[src/rtl/reg_display_sequencer.sv]
// Steps the register-file read address (manual or dwell-timed), latches the read
// data into a stable display word, and generates the digit-scan enable tick.
module reg_display_sequencer #(
  parameter int DWELL    = 50_000_000,
  parameter int SCAN_DIV = 100_000
) (
  input  logic        clk,
  input  logic        clr,
  input  logic        mode,
  input  logic        dir,
  input  logic        step,
  input  logic        hold,
  output logic [4:0]  rd_addr,
  input  logic [31:0] rd_data,
  output logic [31:0] disp_x,
  output logic [4:0]  disp_addr,
  output logic        valid,
  output logic        scan_tick
);

  localparam int DW = $clog2(DWELL);
  localparam int SW = $clog2(SCAN_DIV);
  localparam logic [DW-1:0] DLAST = DW'(DWELL - 1);
  localparam logic [SW-1:0] SLAST = SW'(SCAN_DIV - 1);

  typedef enum logic [1:0] {FETCH, LATCH, SHOW} state_t;

  state_t        state, state_nxt;
  logic          step_q, step_edge;
  logic [DW-1:0] dcnt;
  logic [SW-1:0] scnt;
  logic          show, latch, expire, adv;

  assign step_edge = step & ~step_q;

  // state register
  always_ff @(posedge clk) begin
    if (clr) state <= FETCH;
    else     state <= state_nxt;
  end

  // next state
  always_comb begin
    state_nxt = state;
    case (state)
      FETCH:   state_nxt = LATCH;
      LATCH:   state_nxt = SHOW;
      SHOW:    if (adv) state_nxt = FETCH;
      default: state_nxt = FETCH;
    endcase
  end

  // outputs and datapath controls; a step edge and dwell expiry merge into one advance
  always_comb begin
    show   = (state == SHOW);
    latch  = (state == LATCH);
    valid  = show;
    expire = mode & ~hold & (dcnt == DLAST);
    adv    = show & (step_edge | expire);
  end

  always_ff @(posedge clk) begin
    if (clr) begin
      step_q    <= 1'b1;
      rd_addr   <= '0;
      disp_addr <= '0;
      disp_x    <= '0;
      dcnt      <= '0;
    end else begin
      step_q <= step;
      if (adv) rd_addr <= dir ? rd_addr - 5'd1 : rd_addr + 5'd1;
      if (latch) begin
        disp_x    <= rd_data;
        disp_addr <= rd_addr;
      end else if (show) begin
        disp_x <= rd_data;
      end
      if (!show || !mode || adv) dcnt <= '0;
      else if (!hold)            dcnt <= dcnt + 1'b1;
    end
  end

  // tick is registered, so it lands SCAN_DIV edges after release and every SCAN_DIV after
  always_ff @(posedge clk) begin
    if (clr) begin
      scnt      <= '0;
      scan_tick <= 1'b0;
    end else begin
      scan_tick <= (scnt == SLAST);
      scnt      <= (scnt == SLAST) ? '0 : scnt + 1'b1;
    end
  end

endmodule

[config.mk]
export PLATFORM = sky130hd
export DESIGN_NAME = reg_display_sequencer
export DESIGN_NICKNAME = d
export VERILOG_FILES = /design/src/rtl/reg_display_sequencer.sv
export SDC_FILE = /design/constraint.sdc
export NUM_CORES = 1
export LEC_CHECK = 0
export CAP_MARGIN = 20
export CELL_PAD_IN_SITES_DETAIL_PLACEMENT = 1
export CELL_PAD_IN_SITES_GLOBAL_PLACEMENT = 1
export CORE_MARGIN = 5
export CORE_UTILIZATION = 30
export DETAILED_ROUTE_END_ITERATION = 6
export GPL_ROUTABILITY_DRIVEN = 1
export GPL_TIMING_DRIVEN = 0
export HOLD_SLACK_MARGIN = 0.1
export PLACE_DENSITY = 0.75
export SYNTH_ARGS = -nofsm -noshare
export SYNTH_HDL_FRONTEND = slang
export SYNTH_SLANG_ARGS = --single-unit
export TNS_END_PERCENT = 20
[constraint.sdc]
create_clock -name clk -period 4.6 [get_ports clk]
set_input_delay 1.15 -clock clk [delete_from_list [all_inputs] [get_ports clk]]
set_output_delay 1.15 -clock clk [all_outputs]
set_load 0.1 [all_outputs]
==> run_1/pinout.png <==
Drawn at 4 px/um. Pins as bars across the die edge, other pins in grey.
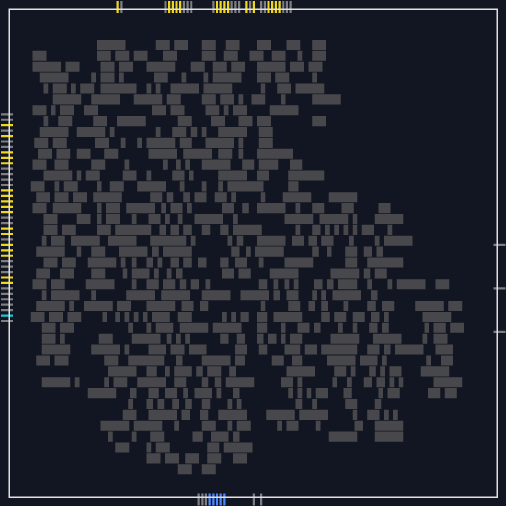
| colour | port | pins | direction | edge |
|---|---|---|---|---|
| blue | rd_addr | 5 | output | south |
| yellow | rd_data | 32 | input | 17 west, 15 north |
| cyan | clk | 1 | input | west |
all pins by edge: 39 west, 30 north, 10 south, 3 east

==> run_1/m2.png <==
Drawn at 3 px/um. Cells faint in the background.
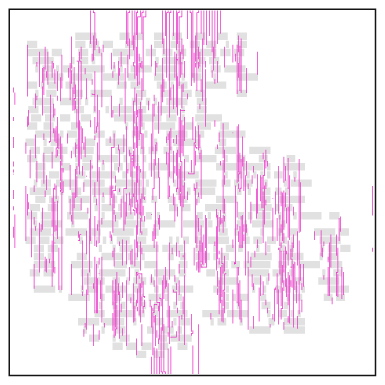
main direction: vertical
nets with wire on the layer: 484
wire length on this layer: 4830 um
DRT Wirelength: 9.784 mm
total number of vias: 3059

==> run notes, run 1 <==
The flow completed. Number of non-filler instances in the completed layout landed at 666. The critical path in this run is classified as reg2out. Power density over the cells landed at 417.1 nW/um^2.

Among all flip-flop cells after synthesis, the most frequent one is dfxtp_1. Internal cell power landed at 0.001379 W. In this run the worst setup path terminates at valid. The clock passes through at most 2 buffers.

Post-synthesis area per instance landed at 9.343 um^2. Sequential cells burn 40.0% of the power. Summing the areas of all compound-gate instances in the mapped netlist gives 3.013% of the synthesized area. OpenROAD emitted warnings numbering 29. The required time at the worst endpoint is listed as 3.45 ns. Setup repair after global routing left no endpoint under its margin.

The synthesized netlist contains 39 unique library cells. Post-synth area from yosys stat landed at 3737 um^2. Yosys attributes the largest share of cell area to dfxtp_1 48%, mux2i_1 11%, nor2_1 9.4%. Per the synthesis report, the single largest cell type by area occupies 47.67% of cell area.

Buffers inserted to repair hold after CTS numbered 0. The synthesis run identifies the leading combinational cell family as simple AND/OR/NAND/NOR gates. The repair_antennas step left the layout with diodes totalling 0. In this run the worst path has a maximum fanout of 8.

The warning tally printed by Yosys for this design is 0. The flow measured a signed area growth from synthesis to layout of 34.85%. Share of total power in combinational logic landed at 27.5%. 82 I/O pins were placed.

The post-synth register bit count is 89. Sum of internal, switching and leakage power landed at 0.002102 W. Counting flops with an async set or reset pin after synthesis yields a share of 0%. Wire length of the first global-routing pass landed at 16.39 mm. Counting the buffers created by CTS gives 9. The global router reports that the layer with the highest usage is met2. Global-route met1 utilization landed at 16.11%. Final routed wire length divided by cell count landed at 14.69 um.

Clock transition at the registers of the reported paths landed at 0.06 ns. The run finished with clean final reports. The final critical path takes up 74.32% of the cycle. The most common logic cell in the final layout is nor2_1. First-pass iteration count of the detailed router landed at 4. The worst register-to-register path begins at dcnt[0]. Total half-perimeter wirelength after legalization and detailed placement landed at 7.395 mm. Simple-gate share of the synthesized area landed at 22.83%.

The launch point of the worst min-delay path is recorded as scnt[0]. The initial antenna violation count came to 0. The register with the most flip-flops in the layout has 32 of them.
==> run_1/closeup.png <==
Window x 41 to 81, y 41 to 81 um. Cells in grey, sequential cells in the stronger grey; small squares are vias.
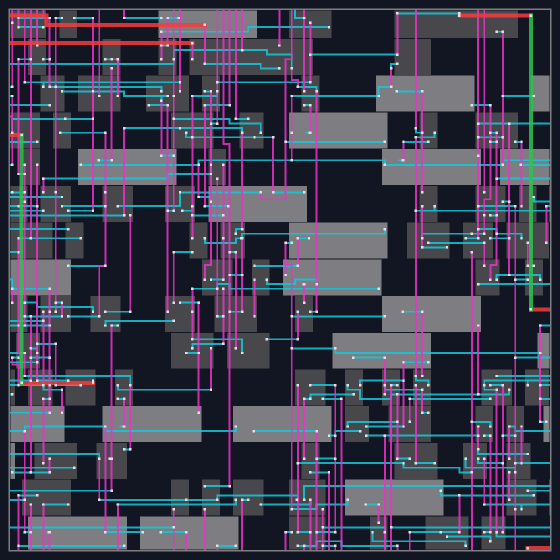
| colour | layer |
|---|---|
| magenta | M2 |
| green | M4 |
| cyan | M1 |
| red | M3 |
most frequent: dfxtp_1 (18), nor2_1 (16), xor2_1 (11)
netlist names of flops here include: scnt (9), dcnt (7)
sequential cells in the window: 18
cells with their middle in the window: 95

run 1: worst max-delay path, cell delays in order, from the launching register on:
cell and delay, ns:
dfxtp_1 0.33, inv_1 0.09, ha_1 0.31, clkdlybuf4s50_1 1.20
run 1: cell type report:
class                           count  area, um^2
Clock inverter                      2       12.51
Inverter                           11       41.29
Buffer                             15       56.30
Multi-Input combinational cell    285        1858
Tap cell                          168       210.2
Clock buffer                       14       264.0
Timing Repair Buffer               82       815.8
Fill cell                        1438        7072
Sequential cell                    89        1782
run 1: synthesized netlist by cell type, types with 4 or more instances:
cell type	number
buf_1	6
xnor2_1	14
xor2_1	27
a21oi_1	7
nor2_1	94
nor4_1	4
mux2i_1	40
nand3_1	21
ha_1	9
nand4_1	13
dfxtp_1	89
nor3_1	4
nand2b_1	4
inv_1	11
nand2_1	12
clkbuf_1	9
--- run 2 (diff from run 1) ---
--- a/config.mk
+++ b/config.mk
@@ -14,7 +14,7 @@
 export GPL_ROUTABILITY_DRIVEN = 1
 export GPL_TIMING_DRIVEN = 0
 export HOLD_SLACK_MARGIN = 0.1
-export PLACE_DENSITY = 0.75
+export PLACE_DENSITY = 0.78
 export SYNTH_ARGS = -nofsm -noshare
 export SYNTH_HDL_FRONTEND = slang
 export SYNTH_SLANG_ARGS = --single-unit
==> constraint.sdc (replaced) <==
create_clock -name clk -period 3.1 [get_ports clk]
set_input_delay 0.775 -clock clk [delete_from_list [all_inputs] [get_ports clk]]
set_output_delay 0.775 -clock clk [all_outputs]
set_load 0.1 [all_outputs]
==> run_2/pinout.png <==
Drawn at 4 px/um. Pins as bars across the die edge, other pins in grey.
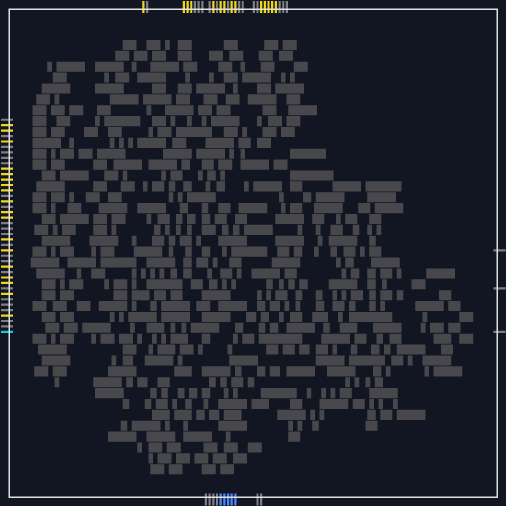
| colour | port | pins | direction | edge |
|---|---|---|---|---|
| cyan | clk | 1 | input | west |
| yellow | rd_data | 32 | input | 18 west, 14 north |
| blue | rd_addr | 5 | output | south |

==> run_2/layers.png <==
Drawn at 3 px/um. Two of the layers only.
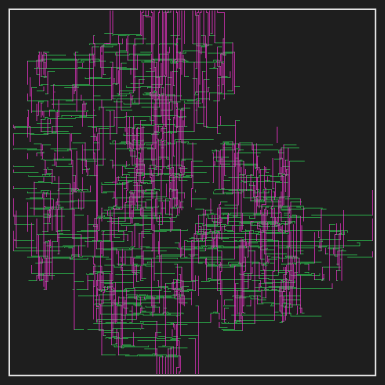
| colour | layer | wire length |
|---|---|---|
| green | M1 | 4310 um |
| magenta | M2 | 5280 um |

==> run_2/closeup.png <==
Window x 41 to 81, y 41 to 81 um. Cells in grey, sequential cells in the stronger grey; small squares are vias.
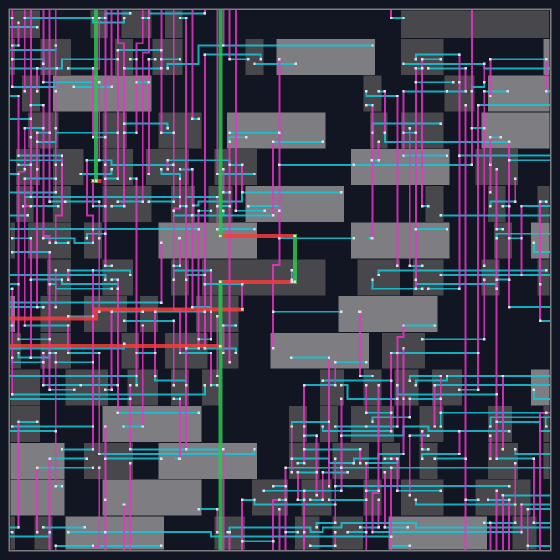
| colour | layer |
|---|---|
| green | M4 |
| cyan | M1 |
| magenta | M2 |
| red | M3 |
netlist names of flops here include: scnt (9), dcnt (7)
most frequent: dfxtp_1 (18), nor2_1 (15), xor2_1 (13)
cells with their middle in the window: 99
sequential cells in the window: 18

==> run 2 against run 1 <==
Net effect: setup slack got worse by 0.98 ns; synthesized area unchanged; count of clock-buffer cells in the layout decreased by 3; sequential cell count unchanged; register-to-register slack got worse by 1.4 ns; final cell count unchanged; non-clock buffer count unchanged; critical path depth increased by 3; clock skew decreased by 0.0031 ns; clock power increased by 81%; sequential power increased by 49%; global-route usage increased by 0.87 points.
==> run notes, run 2 <==
The flow completed. The global-route met1 utilization is 16.35% (was 16.11%). The launch instance of the worst register-to-register path is dcnt[0] (unchanged). The clock transition at the registers of the reported paths was 0.06 ns (about the same).

Sequential group share of total power landed at 37.3% (was 40.0%). In the finished design, the share of the clock period the worst path needs comes to 93.61%. The capture point of the critical path is rd_addr[1] (was valid). The first-pass iteration count of the detailed router was 4 (unchanged). The share of total power in combinational logic came to 25.7% (was 27.5%).

Buffer-and-inverter tally for the worst setup path landed at 1 (was 2). Initial antenna violation count landed at 0 (unchanged). Top cells, area: dfxtp_1 48%, mux2i_1 11%, nor2_1 9.4% (unchanged).

Post-synthesis area per instance landed at 9.343 um^2 (unchanged). Wire length of the first global-routing pass landed at 17.26 mm (was 16.39 mm). The highest-delay cell along the critical path is o31ai_1 (was clkdlybuf4s50_1). The start point of the worst min-delay path is scnt[0] (unchanged). The area share of and-or/or-and cells after synthesis came to 3.013% (unchanged). The type of the setup path with the least slack was in2reg (was reg2out). Number of non-filler instances in the completed layout landed at 666 (unchanged). The number of ports placed on the die boundary was 82 (unchanged). The maximum fanout along the worst path is 6 (was 8). Top post-synthesis cells by count: 94 x nor2_1, 89 x dfxtp_1, 40 x mux2i_1 (unchanged).

The power density over the cells was 656.8 nW/um^2 (was 417.1 nW/um^2). The sum of internal, switching and leakage power was 0.003353 W (was 0.002102 W). The total of flip-flops plus latches after synthesis came to 89 (unchanged). Status: finished, final reports clean (unchanged).

The most frequent logic cell in the layout was nor2_1 (unchanged). The post-detailed-routing wire length came to 10.30 mm (was 9.784 mm). Peak per-stage delay on the critical path landed at 0.63 ns (was 1.20 ns). Number of warnings in the stage logs landed at 29 (unchanged). Number of inserted diodes landed at 0 (unchanged). The family with the most delay on the worst path is AND-OR/OR-AND gates (was buffers and inverters).

The layout overhead on the synthesized area was 36.59% (was 34.85%). The main combinational cell family by area after synthesis is simple AND/OR/NAND/NOR gates (unchanged). The number of library cell types mapped by synthesis came to 39 (unchanged). The highest-utilization routing layer at the global route stage is met2 (unchanged). The simple-gate share of the synthesized area is 22.83% (unchanged). Crit path cell chain: clkdlybuf4s50_1 > nand3b_4 > or4_4 > o31ai_1 > a21oi_1 > a311oi_1 (was inv_1 > ha_1 > clkdlybuf4s50_1). Total half-perimeter wirelength after legalization and detailed placement landed at 7.479 mm (was 7.395 mm). The final routed wire length divided by cell count was 15.46 um (was 14.69 um). The number of gates on the worst path with buffers counted was 6 (was 3). The area share of the largest cell type after synthesis was 47.67% (unchanged). The dominant register cell was dfxtp_1 (unchanged). The most numerous cell in the Yosys netlist is nor2_1 (unchanged).
-- run 2: cell types whose count changed in the layout (fill, tap and decap cells not counted), sizes merged --
cell	previous run	this run
clkinv	1	2
bufinv	0	3
clkdlybuf4s50	81	80
dlymetal6s2s	0	1
clkinvlp	1	0
clkbuf	23	20
-- run 2: timing repair --
item | in CTS | in global routing
buffers inserted | 0 | 0
endpoints found under the setup margin | 0 | 21
gates resized | 0 | 5
endpoints found under the hold margin | 0 | 0
hold buffers | 0 | 0
-- run 2: final cells by class --
cell class / count / area [um^2]
Timing Repair Buffer: 82 / 818.3
Clock buffer: 11 / 232.7
Multi-Input combinational cell: 285 / 1858
Tap cell: 168 / 210.2
Clock inverter: 5 / 103.9
Inverter: 11 / 41.29
Buffer: 15 / 58.81
Sequential cell: 89 / 1782
Fill cell: 1424 / 7007
Power and IR drop assume default switching activity.
